File: config.mk
export PLATFORM = sky130hd
export DESIGN_NAME = morse_key_frontend
export DESIGN_NICKNAME = d
export VERILOG_FILES = /design/src/rtl/morse_key_frontend.sv
export SDC_FILE = /design/constraint.sdc
export NUM_CORES = 1
export LEC_CHECK = 0
export ABC_AREA = 1
export CAP_MARGIN = 40
export CORE_MARGIN = 3
export CORE_UTILIZATION = 30
export CTS_CLUSTER_DIAMETER = 150
export CTS_CLUSTER_SIZE = 30
export DETAILED_ROUTE_END_ITERATION = 16
export HOLD_SLACK_MARGIN = 0.02
export PLACE_DENSITY = 0.5
export REMOVE_ABC_BUFFERS = 1
export SLEW_MARGIN = 15
export SYNTH_ARGS = -nofsm -noshare
export SYNTH_HDL_FRONTEND = slang
export SYNTH_SLANG_ARGS = --single-unit
File: constraint.sdc
create_clock -name clk -period 4.8 [get_ports clk]
set_clock_uncertainty 0.2 [all_clocks]
set_input_delay 0.48 -clock clk [delete_from_list [all_inputs] [get_ports clk]]
set_output_delay 0.48 -clock clk [all_outputs]
set_load 0.03 [all_outputs]
File: src/rtl/morse_key_frontend.sv
// rtl/morse_key_frontend.sv - push-button conditioner and Morse dot/dash/gap event generator
// Optional word-boundary detection is enabled by defining MORSE_KEY_WORD_GAP_EN.
module morse_key_frontend #(
    parameter int DEBOUNCE_CYCLES = 16,
    parameter int DOT_MAX_CYCLES  = 2500,
    parameter int CHAR_GAP_CYCLES = 3000,
    parameter int WORD_GAP_CYCLES = 7000,
    parameter int CNT_W           = 16
) (
    input  logic clk,
    input  logic rst,
    input  logic button,
    output logic key_level,
    output logic sym_valid,
    output logic sym_dash,
    output logic char_end,
    output logic word_end
);

    typedef enum logic [1:0] {
        IDLE      = 2'd0,
        PRESS     = 2'd1,
        GAP       = 2'd2,
        WORD_WAIT = 2'd3
    } state_t;

    localparam logic [CNT_W-1:0] DB_LAST   = CNT_W'(DEBOUNCE_CYCLES - 1);
    localparam logic [CNT_W-1:0] DOT_MAX   = CNT_W'(DOT_MAX_CYCLES);
    localparam logic [CNT_W-1:0] CHAR_LAST = CNT_W'(CHAR_GAP_CYCLES - 1);
`ifdef MORSE_KEY_WORD_GAP_EN
    localparam logic [CNT_W-1:0] WORD_LAST = CNT_W'(WORD_GAP_CYCLES - 1);
`endif

    logic             sync1_q, sync1_d;
    logic             sync2_q, sync2_d;
    logic             key_q, key_d;
    logic [CNT_W-1:0] db_cnt_q, db_cnt_d;
    state_t           state_q, state_d;
    logic [CNT_W-1:0] press_cnt_q, press_cnt_d;
    logic [CNT_W-1:0] gap_cnt_q, gap_cnt_d;
    logic             sym_valid_q, sym_valid_d;
    logic             sym_dash_q, sym_dash_d;
    logic             char_end_q, char_end_d;
`ifdef MORSE_KEY_WORD_GAP_EN
    logic             word_end_q, word_end_d;
`endif
    logic             key_rise;
    logic             key_fall;

    always_comb begin
        sync1_d  = button;
        sync2_d  = sync1_q;
        key_d    = key_q;
        db_cnt_d = '0;
        if (sync2_q != key_q) begin
            if (db_cnt_q == DB_LAST) begin
                key_d = ~key_q;
            end else begin
                db_cnt_d = db_cnt_q + 1'b1;
            end
        end
        // FSM reacts to the debounced edge on the same clock that updates key_level
        key_rise = key_d & ~key_q;
        key_fall = ~key_d & key_q;

        state_d     = state_q;
        press_cnt_d = press_cnt_q;
        gap_cnt_d   = gap_cnt_q;
        sym_valid_d = 1'b0;
        sym_dash_d  = sym_dash_q;
        char_end_d  = 1'b0;
`ifdef MORSE_KEY_WORD_GAP_EN
        word_end_d  = 1'b0;
`endif
        case (state_q)
            IDLE: begin
                if (key_rise) begin
                    state_d     = PRESS;
                    press_cnt_d = CNT_W'(1);
                end
            end
            PRESS: begin
                if (key_fall) begin
                    state_d     = GAP;
                    sym_valid_d = 1'b1;
                    sym_dash_d  = (press_cnt_q > DOT_MAX);
                    gap_cnt_d   = '0;
                end else if (press_cnt_q != '1) begin
                    press_cnt_d = press_cnt_q + 1'b1;
                end
            end
            GAP: begin
                gap_cnt_d = gap_cnt_q + 1'b1;
                if (gap_cnt_q == CHAR_LAST) begin
                    char_end_d = 1'b1;
`ifdef MORSE_KEY_WORD_GAP_EN
                    state_d    = WORD_WAIT;
`else
                    state_d    = IDLE;
`endif
                end
                if (key_rise) begin
                    state_d     = PRESS;
                    press_cnt_d = CNT_W'(1);
                end
            end
`ifdef MORSE_KEY_WORD_GAP_EN
            WORD_WAIT: begin
                gap_cnt_d = gap_cnt_q + 1'b1;
                if (gap_cnt_q == WORD_LAST) begin
                    word_end_d = 1'b1;
                    state_d    = IDLE;
                end
                if (key_rise) begin
                    state_d     = PRESS;
                    press_cnt_d = CNT_W'(1);
                end
            end
`endif
            default: begin
                state_d = IDLE;
            end
        endcase
    end

    always_ff @(posedge clk) begin
        if (rst) begin
            sync1_q     <= 1'b0;
            sync2_q     <= 1'b0;
            key_q       <= 1'b0;
            db_cnt_q    <= '0;
            state_q     <= IDLE;
            press_cnt_q <= '0;
            gap_cnt_q   <= '0;
            sym_valid_q <= 1'b0;
            sym_dash_q  <= 1'b0;
            char_end_q  <= 1'b0;
`ifdef MORSE_KEY_WORD_GAP_EN
            word_end_q  <= 1'b0;
`endif
        end else begin
            sync1_q     <= sync1_d;
            sync2_q     <= sync2_d;
            key_q       <= key_d;
            db_cnt_q    <= db_cnt_d;
            state_q     <= state_d;
            press_cnt_q <= press_cnt_d;
            gap_cnt_q   <= gap_cnt_d;
            sym_valid_q <= sym_valid_d;
            sym_dash_q  <= sym_dash_d;
            char_end_q  <= char_end_d;
`ifdef MORSE_KEY_WORD_GAP_EN
            word_end_q  <= word_end_d;
`endif
        end
    end

    assign key_level = key_q;
    assign sym_valid = sym_valid_q;
    assign sym_dash  = sym_dash_q;
    assign char_end  = char_end_q;
`ifdef MORSE_KEY_WORD_GAP_EN
    assign word_end  = word_end_q;
`else
    assign word_end  = 1'b0;
`endif

endmodule

Routing congestion map:
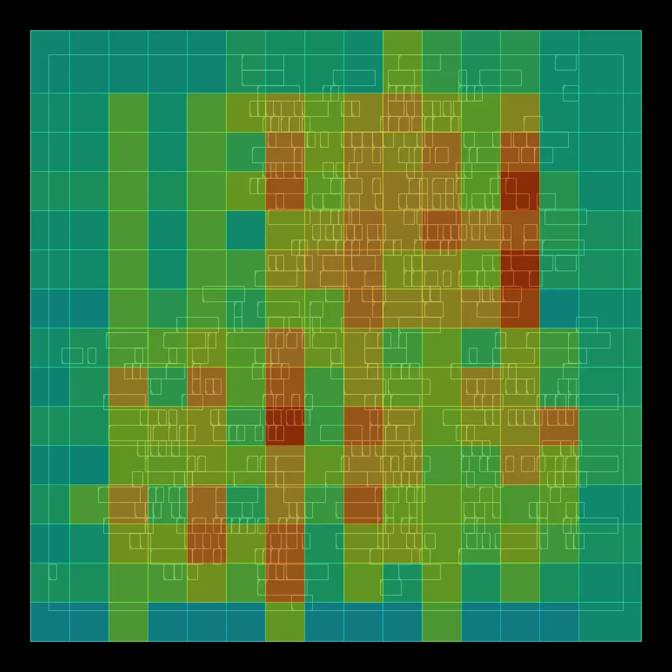
grt peak-use layer: met2
global-route met1 utilization: 17.1%
met2 track demand over resource in global routing: 21.5%
routed length per placed instance: 11.4 um

The metal 1 layer:
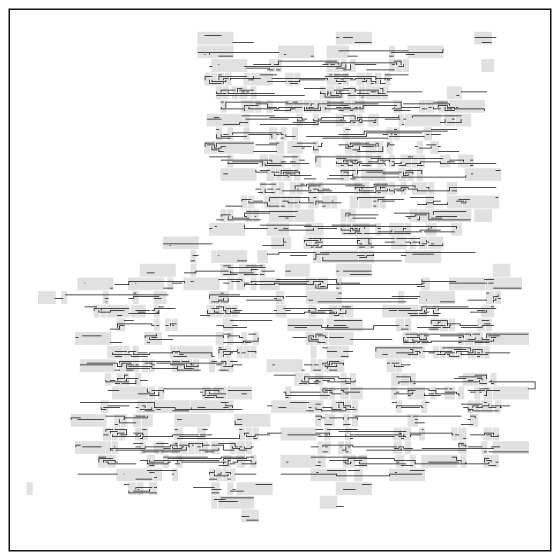
nets with wire on the layer	457
share of all routed wire	50%
wire length on this layer	3430 um

-- state kept, by name, indices dropped and copies added, names as in the netlist --
signal	count
char_end	1
sym_dash	1
key_level	1
press_cnt_q	16
sync2_q	1
sym_valid	1
sync1_q	1
gap_cnt_q	16
state_q	2
db_cnt_q	16
-- placed cells by master, fill, tap and decap left out, drive strengths merged --
cell type | synthesis | routed
clkbuf | 5 | 6
nand3 | 40 | 40
conb | 1 | 1
clkinvlp | 0 | 1
nand4 | 14 | 14
xor2 | 7 | 7
nor2 | 84 | 84
clkinv | 0 | 1
nand2 | 107 | 107
nor4 | 3 | 3
nor3b | 3 | 3
o211ai | 1 | 1
o21a | 1 | 1
a31oi | 1 | 1
or2 | 1 | 1
dfxtp | 56 | 56
a211oi | 3 | 3
a21oi | 37 | 37
nor3 | 13 | 13
buf | 6 | 1
nand3b | 2 | 2
inv | 58 | 58
o221ai | 1 | 1
clkdlybuf4s50 | 0 | 6
o21ai | 19 | 19
ha | 4 | 4
xnor2 | 2 | 2
-- logic make-up (layout without fill, tap and decap cells) --
kind of cell / after synthesis / after routing / synth area share (%)
buf+inv: 69 / 73 / 9.25
fa+ha+maj: 4 / 4 / 1.62
flops: 56 / 56 / 36.2
other cells: 1 / 1 / 0.121
xor+xnor: 9 / 9 / 2.54
compound gates: 63 / 63 / 11.6
simple gates: 267 / 267 / 38.7
-- worst max-delay path, delay by kind of cell, from the launching register on --
kind | cells | cell delay (ns)
and+or+nand+nor | 8 | 1.28
DFF | 1 | 0.34
adders and majority gates | 1 | 0.24
buffers and inverters | 1 | 0.21
-- cells in the mapped netlist, types with 2 or more instances --
cell / count / share of area (%)
sky130_fd_sc_hd__xor2_1: 7 / 2.0
sky130_fd_sc_hd__clkbuf_1: 5 / 0.61
sky130_fd_sc_hd__inv_1: 57 / 6.9
sky130_fd_sc_hd__nor4_1: 3 / 0.61
sky130_fd_sc_hd__nand3_1: 39 / 6.3
sky130_fd_sc_hd__nand2_2: 8 / 1.6
sky130_fd_sc_hd__a21oi_2: 7 / 2.0
sky130_fd_sc_hd__nand2_1: 98 / 12
sky130_fd_sc_hd__a21oi_1: 30 / 4.8
sky130_fd_sc_hd__xnor2_1: 2 / 0.57
sky130_fd_sc_hd__dfxtp_1: 56 / 36
sky130_fd_sc_hd__buf_4: 2 / 0.48
sky130_fd_sc_hd__o21ai_0: 19 / 3.1
sky130_fd_sc_hd__nor2_4: 2 / 0.73
sky130_fd_sc_hd__nand4_1: 13 / 2.6
sky130_fd_sc_hd__nor3b_1: 3 / 0.73
sky130_fd_sc_hd__a211oi_1: 3 / 0.73
sky130_fd_sc_hd__nor3_1: 12 / 1.9
sky130_fd_sc_hd__nor2_2: 3 / 0.61
sky130_fd_sc_hd__ha_1: 4 / 1.6
sky130_fd_sc_hd__nand3b_1: 2 / 0.48
sky130_fd_sc_hd__nor2_1: 79 / 9.6
-- routing by layer --
| layer | part of all wire (%) | routed length, um |
|---|---|---|
| met2 | 46 | 3170 |
| met4 | 1.1 | 76 |
| met1 | 50 | 3430 |
| met5 | 0 | 0 |
| met3 | 3.0 | 210 |
==> out/qor.csv <==
metric,value,unit
slowest cell on the critical path,sky130_fd_sc_hd__nor2_2,
Pwr per Cell Area,223,nW/um2
final worst-path cycle share,48.9,%
clock transition at the registers of the reported paths,0.10,ns
pre-CTS setup slack,2.38,ns
worst IR drop on VDD,0.102,mV
global-route usage over all layers,12.9,%
largest incremental delay on the critical path,0.47,ns
clock-cell share of area,2.65,%
Power Total,0.000747,W
"Core Util, Final",33.8,%
type of the most critical hold path,reg -> reg,
Synth Seq Share,36.2,%
die extent in y,108,um
largest net degree at the start of global routing,27,
final cell count without fillers,606,
Resize count post-CTS,0,
sequential cell fraction of total power,62.4,%
Hold Slack,0.195,ns
"Design Area, Final",3350,um2
router iterations before antenna repair,4,
max-cap violations,0,
logic share of the area,50.4,%
area of combinational cells with multiple inputs,1690,um2
summed standard-cell area reported by yosys,3100,um2
number of warnings in the stage logs,26,
minimum clock period,2.35,ns
largest power group,registers,
required time worst endpoint,4.85,ns
Iteration-0 DRC Markers,128,
global-route wire length before repair,12.3,mm
Sw Share,23.2,%
CORE AREA,9910,um2
Worst setup endpoint,press_cnt_q[0],
result of the run,finished clean,
synthesized flop and latch total,56,
total placed cells including tap cells,598,
Initial Utilization,31.3,%
signal buffers share of area,2.02,%
Final ANT Viol Nets,0,
remaining routing DRC violations,0,
Most used DFF post-synth,sky130_fd_sc_hd__dfxtp_1,
Yosys warnings,0,
Multi-In Gates,344,
launch point of the worst path,db_cnt_q[0],
final setup vio count,0,
setup slack of the critical path after layout,2.45,ns
maximum number of buffers from clock root to sink,2,
Hold Path Sink,sync2_q,
CP Launch Type,register,
number of clock-tree buffers in the layout,6,
non-clock inverter count,58,
sequential-cell power consumption,0.000466,W
share of total power in the clock network,35.7,%
setup TNS,0,ns
hold path start,sync1_q,
placed standard-cell area,3260,um2
net switching power of the design,0.000173,W
post-synthesis cell count from yosys,469,
number of buffers created by CTS,5,
"Data arrival, critical path",2.39,ns
Post-Synthesis Cell Area,3100,um2
cell depth of the worst min-delay path,2,
Reg area,1120,um2
relative max-transition margin,59.5,%
number of antenna violations at the first check in global routing,0,
sequential cell area share,33.4,%
sum of overflow across all layers after global routing,0,
global placer's final weighted congestion,0.847,
library cell used as clock root buffer,sky130_fd_sc_hd__clkbuf_8,
type of the worst setup path,reg -> reg,
final tally of max-slew violations,0,
total leakage power,1.17,nW
number of antenna diodes,0,
clock latency on the worst-skew pair,0.32,ns
Port Buffers,6,
DRT Wirelength,6.89,mm
growth of design area from synthesis to finish,8.20,%
R2R Path Start,db_cnt_q[0],
path depth of the worst reg2reg path,10,
fraction of final layout cells with drive strength greater than 1,7.19,%
count of library flops with an enable pin,0,
No activity file was given, so power comes from the tool's default toggle rates.
